Fig. 1: run 1, placement by cell class
Scale: 1 px per um.
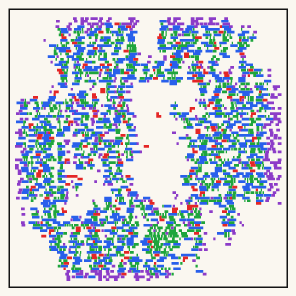
Fig. 2: run 1, routed clock nets over the placement
Scale: 1.5 px per um.
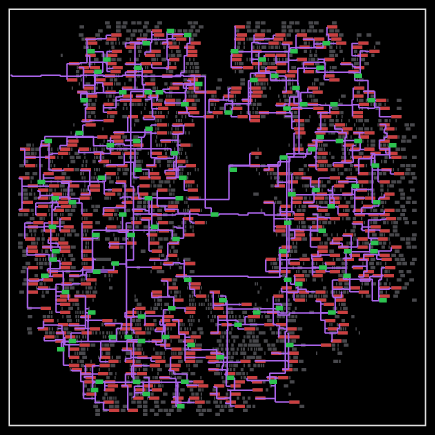
Fig. 3: run 1, port wiring
Scale: 1.5 px per um.
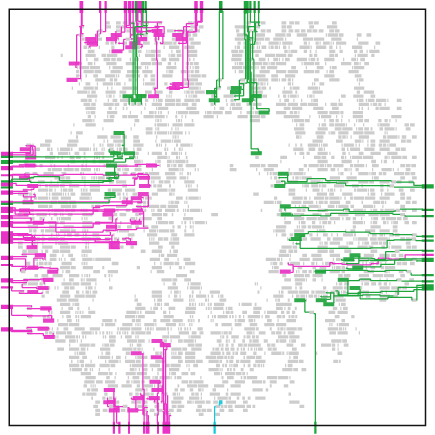
Fig. 4: run 1, clock nets
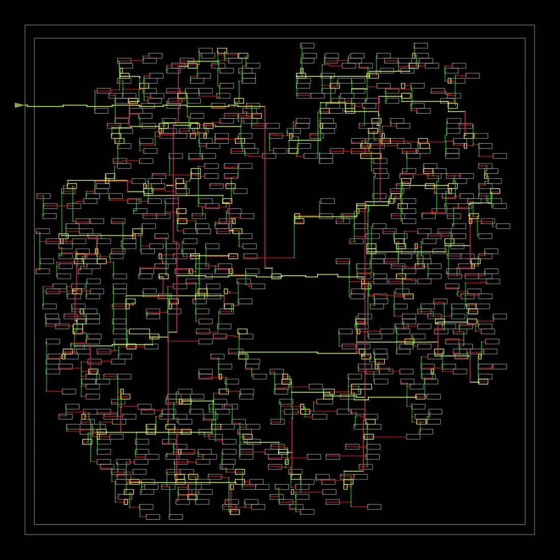
<file path="config.mk">
export PLATFORM = sky130hd
export DESIGN_NAME = dds_serial_rx
export DESIGN_NICKNAME = d
export VERILOG_FILES = /design/src/rtl/dds_serial_rx.sv
export SDC_FILE = /design/constraint.sdc
export NUM_CORES = 1
export LEC_CHECK = 0
export ABC_AREA = 0
export CORE_MARGIN = 5
export CORE_UTILIZATION = 30
export CTS_BUF_LIST = sky130_fd_sc_hd__clkbuf_8
export CTS_CLUSTER_DIAMETER = 80
export DETAILED_ROUTE_END_ITERATION = 8
export GPL_TIMING_DRIVEN = 0
export HOLD_SLACK_MARGIN = 0.08
export PLACE_DENSITY = 0.57
export SLEW_MARGIN = 20
export SYNTH_ARGS = -nofsm -noshare
export SYNTH_HDL_FRONTEND = slang
export SYNTH_SLANG_ARGS = --single-unit
</file>
<file path="constraint.sdc">
create_clock -name ten_MHz_ext_0 -period 2.4 [get_ports ten_MHz_ext_0]
set_clock_uncertainty 0.15 [all_clocks]
set_input_delay 0.48 -clock ten_MHz_ext_0 [delete_from_list [all_inputs] [get_ports ten_MHz_ext_0]]
set_output_delay 0.48 -clock ten_MHz_ext_0 [all_outputs]
set_load 0.01 [all_outputs]
</file>
<file path="src/rtl/dds_serial_rx.sv">
// ============================================================================
// dds_serial_rx : DDS serial-port write receiver with shadow/active registers
// Revision      : 1.0
// ============================================================================
`default_nettype none

module dds_serial_rx #(
  parameter int SYNC_STAGES = 2
) (
  input  logic        ten_MHz_ext_0,
  input  logic        reset_0,
  input  logic        SDIO_0,
  input  logic        SCLK_0,
  input  logic        CSB_0,
  input  logic        IO_UPDATE_0,
  input  logic        IO_RESET_0,
  output logic [31:0] cfr1_0,
  output logic [31:0] cfr2_0,
  output logic [31:0] cfr3_0,
  output logic [63:0] ramp_limit_0,
  output logic [63:0] ramp_step_0,
  output logic [31:0] ramp_rate_0,
  output logic        word_done_0,
  output logic        update_0,
  output logic [4:0]  last_addr_0,
  output logic [1:0]  err_0
);

  localparam int C_SDIO  = 0;
  localparam int C_SCLK  = 1;
  localparam int C_CSB   = 2;
  localparam int C_UPD   = 3;
  localparam int C_IORST = 4;

  localparam logic [4:0] C_A_CFR1  = 5'h00;
  localparam logic [4:0] C_A_CFR2  = 5'h01;
  localparam logic [4:0] C_A_CFR3  = 5'h02;
  localparam logic [4:0] C_A_LIMIT = 5'h0B;
  localparam logic [4:0] C_A_STEP  = 5'h0C;
  localparam logic [4:0] C_A_RATE  = 5'h0D;

  typedef enum logic [1:0] {
    IDLE  = 2'd0,
    INSTR = 2'd1,
    DATA  = 2'd2,
    DRAIN = 2'd3
  } state_t;

  logic       clk;
  logic       rst;
  logic [4:0] bus_w;
  logic [4:0] sync_q [SYNC_STAGES];
  logic       sclk_dly_q;
  logic       upd_dly_q;
  logic       sdio_s, sclk_s, csb_s, upd_s, iorst_s;
  logic       sclk_rise_w;

  assign clk   = ten_MHz_ext_0;
  assign rst   = reset_0;
  assign bus_w = {IO_RESET_0, IO_UPDATE_0, CSB_0, SCLK_0, SDIO_0};

  always_ff @(posedge clk) begin
    if (rst) begin
      for (int i = 0; i < SYNC_STAGES; i++) sync_q[i] <= '0;
      sclk_dly_q <= 1'b0;
      upd_dly_q  <= 1'b0;
    end else begin
      sync_q[0] <= bus_w;
      for (int i = 1; i < SYNC_STAGES; i++) sync_q[i] <= sync_q[i-1];
      sclk_dly_q <= sync_q[SYNC_STAGES-1][C_SCLK];
      upd_dly_q  <= sync_q[SYNC_STAGES-1][C_UPD];
    end
  end

  assign sdio_s      = sync_q[SYNC_STAGES-1][C_SDIO];
  assign sclk_s      = sync_q[SYNC_STAGES-1][C_SCLK];
  assign csb_s       = sync_q[SYNC_STAGES-1][C_CSB];
  assign upd_s       = sync_q[SYNC_STAGES-1][C_UPD];
  assign iorst_s     = sync_q[SYNC_STAGES-1][C_IORST];
  assign sclk_rise_w = sclk_s & ~sclk_dly_q;

  // Receive FSM and bit datapath
  state_t      state_q, state_d;
  logic [6:0]  cnt_q, cnt_d;
  logic [63:0] shift_q, shift_d;
  logic [4:0]  addr_q, addr_d;
  logic        armed_q, armed_d;
  logic        ld_pend_q, ld_pend_d;
  logic [1:0]  err_q, err_d;

  logic [4:0]  instr_addr_w;
  logic        instr_rd_w;
  logic        addr_ok_w;
  logic [6:0]  data_last_w;

  // The instruction byte completes with the bit being sampled this cycle.
  assign instr_rd_w   = shift_q[6];
  assign instr_addr_w = {shift_q[3:0], sdio_s};

  always_comb begin
    addr_ok_w = 1'b0;
    case (instr_addr_w)
      C_A_CFR1, C_A_CFR2, C_A_CFR3,
      C_A_LIMIT, C_A_STEP, C_A_RATE: addr_ok_w = 1'b1;
      default:                       addr_ok_w = 1'b0;
    endcase
  end

  assign data_last_w = (addr_q == C_A_LIMIT || addr_q == C_A_STEP) ? 7'd63 : 7'd31;

  always_ff @(posedge clk) begin
    if (rst) begin
      state_q   <= IDLE;
      cnt_q     <= '0;
      shift_q   <= '0;
      addr_q    <= '0;
      armed_q   <= 1'b0;
      ld_pend_q <= 1'b0;
      err_q     <= '0;
    end else begin
      state_q   <= state_d;
      cnt_q     <= cnt_d;
      shift_q   <= shift_d;
      addr_q    <= addr_d;
      armed_q   <= armed_d;
      ld_pend_q <= ld_pend_d;
      err_q     <= err_d;
    end
  end

  always_comb begin
    state_d   = state_q;
    cnt_d     = cnt_q;
    shift_d   = shift_q;
    addr_d    = addr_q;
    armed_d   = armed_q | csb_s;
    ld_pend_d = 1'b0;
    err_d     = err_q;

    // armed_q stays low after reset until CSB is seen high once.
    if (iorst_s) begin
      state_d = (csb_s || !armed_q) ? IDLE : INSTR;
      cnt_d   = '0;
    end else if (state_q != IDLE && csb_s) begin
      state_d = IDLE;
      cnt_d   = '0;
      if (state_q != INSTR || cnt_q != 7'd0) err_d[1] = 1'b1;
    end else begin
      case (state_q)
        IDLE: begin
          if (!csb_s && armed_q) begin
            state_d = INSTR;
            cnt_d   = '0;
          end
        end
        INSTR: begin
          if (sclk_rise_w) begin
            shift_d = {shift_q[62:0], sdio_s};
            if (cnt_q == 7'd7) begin
              cnt_d = '0;
              if (!instr_rd_w && addr_ok_w) begin
                state_d = DATA;
                addr_d  = instr_addr_w;
              end else begin
                state_d  = DRAIN;
                err_d[0] = 1'b1;
              end
            end else begin
              cnt_d = cnt_q + 7'd1;
            end
          end
        end
        DATA: begin
          if (sclk_rise_w) begin
            shift_d = {shift_q[62:0], sdio_s};
            if (cnt_q == data_last_w) begin
              cnt_d     = '0;
              state_d   = INSTR;
              ld_pend_d = 1'b1;
            end else begin
              cnt_d = cnt_q + 7'd1;
            end
          end
        end
        DRAIN: begin
          if (sclk_rise_w) begin
            if (cnt_q == 7'd31) begin
              cnt_d   = '0;
              state_d = INSTR;
            end else begin
              cnt_d = cnt_q + 7'd1;
            end
          end
        end
        default: state_d = IDLE;
      endcase
    end
  end

  // Shadow and active register banks
  logic [31:0] cfr1_sh_q, cfr1_sh_d, cfr1_act_q;
  logic [31:0] cfr2_sh_q, cfr2_sh_d, cfr2_act_q;
  logic [31:0] cfr3_sh_q, cfr3_sh_d, cfr3_act_q;
  logic [63:0] lim_sh_q,  lim_sh_d,  lim_act_q;
  logic [63:0] step_sh_q, step_sh_d, step_act_q;
  logic [31:0] rate_sh_q, rate_sh_d, rate_act_q;
  logic        word_done_q;
  logic [4:0]  last_addr_q;
  logic        upd_pend_q;
  logic        update_q;

  always_comb begin
    cfr1_sh_d = cfr1_sh_q;
    cfr2_sh_d = cfr2_sh_q;
    cfr3_sh_d = cfr3_sh_q;
    lim_sh_d  = lim_sh_q;
    step_sh_d = step_sh_q;
    rate_sh_d = rate_sh_q;
    if (ld_pend_q) begin
      case (addr_q)
        C_A_CFR1:  cfr1_sh_d = shift_q[31:0];
        C_A_CFR2:  cfr2_sh_d = shift_q[31:0];
        C_A_CFR3:  cfr3_sh_d = shift_q[31:0];
        C_A_LIMIT: lim_sh_d  = shift_q;
        C_A_STEP:  step_sh_d = shift_q;
        C_A_RATE:  rate_sh_d = shift_q[31:0];
        default:   ;
      endcase
    end
  end

  // Copying from the *_d shadows lets a same-cycle load reach the active bank.
  always_ff @(posedge clk) begin
    if (rst) begin
      cfr1_sh_q   <= '0;
      cfr2_sh_q   <= '0;
      cfr3_sh_q   <= '0;
      lim_sh_q    <= '0;
      step_sh_q   <= '0;
      rate_sh_q   <= '0;
      cfr1_act_q  <= '0;
      cfr2_act_q  <= '0;
      cfr3_act_q  <= '0;
      lim_act_q   <= '0;
      step_act_q  <= '0;
      rate_act_q  <= '0;
      word_done_q <= 1'b0;
      last_addr_q <= '0;
      upd_pend_q  <= 1'b0;
      update_q    <= 1'b0;
    end else begin
      cfr1_sh_q   <= cfr1_sh_d;
      cfr2_sh_q   <= cfr2_sh_d;
      cfr3_sh_q   <= cfr3_sh_d;
      lim_sh_q    <= lim_sh_d;
      step_sh_q   <= step_sh_d;
      rate_sh_q   <= rate_sh_d;
      word_done_q <= ld_pend_q;
      if (ld_pend_q) last_addr_q <= addr_q;
      upd_pend_q  <= upd_s & ~upd_dly_q;
      update_q    <= upd_pend_q;
      if (upd_pend_q) begin
        cfr1_act_q <= cfr1_sh_d;
        cfr2_act_q <= cfr2_sh_d;
        cfr3_act_q <= cfr3_sh_d;
        lim_act_q  <= lim_sh_d;
        step_act_q <= step_sh_d;
        rate_act_q <= rate_sh_d;
      end
    end
  end

  assign cfr1_0       = cfr1_act_q;
  assign cfr2_0       = cfr2_act_q;
  assign cfr3_0       = cfr3_act_q;
  assign ramp_limit_0 = lim_act_q;
  assign ramp_step_0  = step_act_q;
  assign ramp_rate_0  = rate_act_q;
  assign word_done_0  = word_done_q;
  assign update_0     = update_q;
  assign last_addr_0  = last_addr_q;
  assign err_0        = err_q;

endmodule

`default_nettype wire

</file>
==> GITHUB_STEP_SUMMARY, run 1 <==
## Synthesis and layout report

| Metric | Value |
|---|---|
| Sw Share | approximately 25% |
| Congestion Overflow GR | 0 |
| Outcome | completed |
| Sequential Power Share | 49.4% |
| Drt pass-1 iters | 7 |
| Crit-path slowest cell | clkdlybuf4s50_1 |
| Uppermost layer routed | met4 |
| Reg2Reg Setup Slack | 70 ps |
| FF/Latch Area | 12300 um^2 |
| Antenna Diode Count | 0 |
| Crit-path cells | clkdlybuf4s50_1 |
| Largest area contributor in the netlist | dfxtp_1 |
| Largest net degree at the start of global routing | 15 |
| Rel. slew slack | 39.1% |
| Layout cell share with drive strength beyond 1 | 9.03% |
| Seq_cells | about 600 |
| Comb area leader | simple AND/OR/NAND/NOR gates |
| Per-cell routed wire length | 19.4 um |
| Non-Filler Instances | around 3600 |
| Cell Pwr Density | 774 nW/um^2 |
| Logic area | about 8200 um^2 |
| NetSw | 5220 uW |
| OpenROAD warning count | 31 |
| Worst Setup EP | ramp_rate_0[13] |
| Die Y-Extent | 276 um |
| CTS hold repair buffers | 0 |
| Grt met3 use | under 10% |
| Yosys Instances | 2181 |
| Crit. Startpoint | ramp_rate_0[13] |
| Pre-CTS WS | -1030 ps |
| Synth top cells by count | dfxtp_1, nor2_1, mux2i_1 |
| Setup bufs post-CTS | 0 |
| CP Capture Type | output pin |
| Fp util | approximately 30% |
| Worst path buffer plus inverter count | 1 |
| PostCTS Resize Cnt | 26 |
| Comb. pwr | 1370 uW |
| WP depth | 1 |
| Synth Area in Compound Gates | between 10% and 20% |
| Top delay family on crit path | buffers and inverters |
| N_taps | 940 |
| Vias in the first global route | 16900 |
| Vias after detailed routing | 16800 |
| Post-DP Area | 25200 um^2 |
| Setup crit start kind | flip-flop |
| Final WL | 69500 um |
| Setup-failing EPs final | 0 |
| WL met3 | 4950 um |
| Logic pwr share | 6.4% |
| Critical path type | flip-flop to output pin |
| Antenna violations before repair | 1 |
| Fraction of area in registers | 44.7% |
| Yosys top cell by instances | dfxtp_1 |
| Ys flop type | dfxtp_1 |
| Global route hottest layer | met2 |
| Gr usage total | between 15 and 20% |
| Async SR Flop Fraction | 0% |
| Layout fillers | 6902 |
| Syn_nets | around 2200 |
| CP max FO | 2 |
| Comb gates | 1356 |
| Max Fclk | ~430 MHz |
| Hold path depth | 2 |
| Number of H-tree levels | 3 |
| Most used logic cell in the final layout | dfxtp_1 |
| Most frequently placed logic cells in the final layout | dfxtp_1, nor2_1, clkdlybuf4s50_1 |
| Synth Instances | approximately 2200 |
| Register share after synthesis | 57.7% |
| Worst r2r dst | cnt_q[6] |
| Post-synthesis area per instance | slightly below 10 um^2 |
| Post-Syn Area | about 21000 um^2 |
| Post-route clock period utilization | 97.5% |
| Area grow syn2layout | 29.1% |
| Post-synth EDFFs | 0 |
| Clk power | ~9400 uW |
| Area-dominant class | registers |
| Layout Nets | roughly 2600 |
| MUX share of area | 12.5% |
| Top power group | sequential cells |
| Die outline area | 76400 um^2 |
| Maximum root-to-sink buffer count | 3 |
| Pint | 16100 uW |
Back to the opening pictures, Fig. 1:
[green] combinational and other logic | cells: 1363
[purple] other buffers and delay cells | cells: 472
[blue] flops | cells: 614
[red] clock drivers and dummy loads | cells: 187
Core Area: 70300 um^2
row count: 97
fin area: 27500 um^2
end-of-flow core utilization: 39.1%

Back to the opening pictures, Fig. 2:
[red] flip-flops | count: 614
[green] clock drivers | count: 104
[purple] clock wires | length: 8210 um
flops lie: widely spread

Back to the opening pictures, Fig. 3:
[cyan] SDIO_0 | bits: 1 | direction: input | end cells: 1 | buffers: 1 | wire: 14.7 um
[magenta] ramp_step_0 | bits: 64 | direction: output | end cells: 64 | buffers: 64 | wire: 3160 um
[green] ramp_rate_0 | bits: 32 | direction: output | end cells: 32 | buffers: 32 | wire: 2550 um
Port Buffers: 271
I/O Pins: 272

Back to the opening pictures, Fig. 4:
Sink Count: 614
Inserted Clock Buffers: 104
clk latency late pin: 700 ps
clkbuf count: 128

--- run 2 (diff from run 1) ---
Settings changed: CORE_UTILIZATION 30 to 37, PLACE_DENSITY 0.57 to 0.66.
Fig. 5: run 2, port wiring
Scale: 2 px per um.
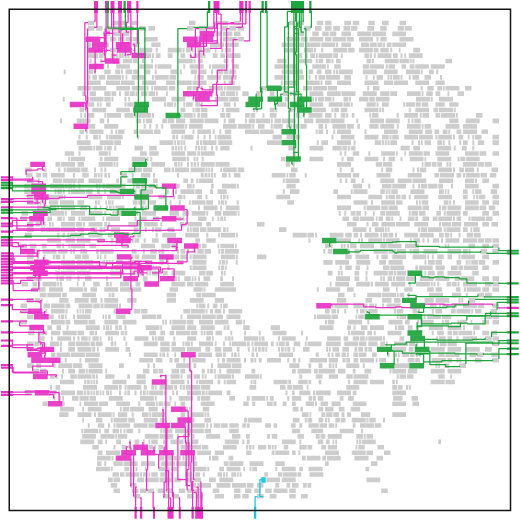
[magenta] ramp_step_0 | bits: 64 | direction: output | end cells: 64 | buffers: 64 | wire: 3180 um
[green] ramp_rate_0 | bits: 32 | direction: output | end cells: 32 | buffers: 32 | wire: 2180 um
[cyan] SDIO_0 | bits: 1 | direction: input | end cells: 1 | buffers: 1 | wire: 18.5 um

Fig. 6: run 2, clock nets
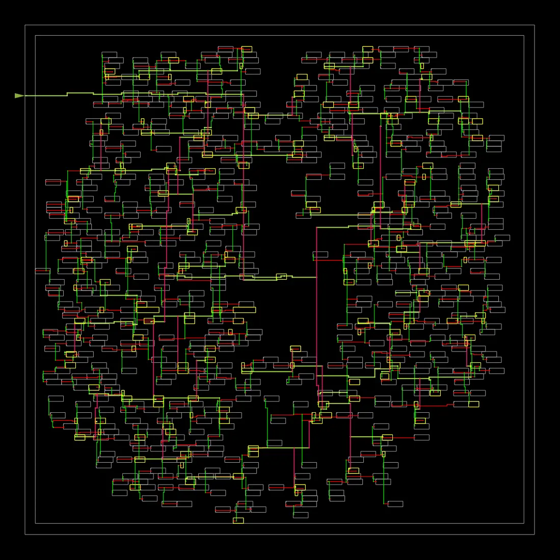
seq_cells: 614
clkbuf count: 125
Inserted Clock Buffers: 99
Clk power: 9070 uW

==> run 2 against run 1 <==
Compared with the run above: sequential share of layout area grew 0.39 points; flip-flop count is the same; count of clock-buffer cells in the layout down 3; non-clock buffer count grew 6; final cell count fell by 5.0%; global-route usage grew 3.0 points; highest routed layer unchanged.
==> GITHUB_STEP_SUMMARY, run 2 <==
## Synthesis and layout report

| Metric | Value |
|---|---|
| Outcome | completed |
| Final WL | 66400 um (-4.4%) |
| Sink Count | 614 (unchanged) |
| Global route hottest layer | met2 |
| Grt met3 use | 5.65% (+0.32 points) |
| CP Capture Type | flip-flop |
| PostCTS Resize Cnt | 26 (unchanged) |
| Per-cell routed wire length | 19.6 um (+0.59%) |
| Crit-path cells | clkbuf_1 > nand3_1 > a21oi_1 > o2111ai_2 > mux2i_1 > nor2_1 |
| Uppermost layer routed | met4 |
| FF/Latch Area | 12300 um^2 (about the same) |
| CTS hold repair buffers | 0 (unchanged) |
| Die outline area | 62500 um^2 (-18%) |
| Antenna Diode Count | 0 (unchanged) |
| Async SR Flop Fraction | 0% (unchanged) |
| Clk latency late pin | 700 ps (about the same) |
| Max Fclk | 431 MHz (+0.71%) |
| Largest net degree at the start of global routing | 15 (unchanged) |
| Crit-path slowest cell | clkbuf_1 |
| Most used logic cell in the final layout | dfxtp_1 |
| Sequential Power Share | 50.1% (+0.7 points) |
| Comb area leader | simple AND/OR/NAND/NOR gates |
| Congestion Overflow GR | 0 (unchanged) |
| Post-synthesis area per instance | 9.76 um^2 (unchanged) |
| Synth Instances | 2181 (unchanged) |
| Area-dominant class | registers |
| Worst path buffer plus inverter count | 1 (unchanged) |
| Reg2Reg Setup Slack | 80 ps (about the same) |
| Gr usage total | 20.4% (+3.0 points) |
| Worst Setup EP | addr_q[1] |
| Setup crit start kind | flip-flop |
| Pre-CTS WS | -944 ps (+80.7 ps) |
| WL met3 | 4920 um (-0.57%) |
| Logic pwr share | 6.7% (+0.3 points) |
| Setup-failing EPs final | 0 (unchanged) |
| Setup bufs post-CTS | 1 (+1) |
| Cell Pwr Density | 770 nW/um^2 (-0.56%) |
| Vias after detailed routing | 17000 (+1.2%) |
| NetSw | 5120 uW (-1.9%) |
| Maximum root-to-sink buffer count | 3 (unchanged) |
| Comb gates | 1356 (unchanged) |
| Critical path type | flip-flop to flip-flop |
| Comb. pwr | 1410 uW (+3%) |
| Post-DP Area | 25000 um^2 (-0.93%) |
| Layout Nets | 2569 (+0.039%) |
| CP max FO | 10 (+8) |
| Fin area | 27300 um^2 (-0.85%) |
| Layout cell share with drive strength beyond 1 | 9.12% (+0.090 points) |
| Crit. Startpoint | shift_q[2] |
Power figures rest on the tool's default switching activity, not on a simulated workload.
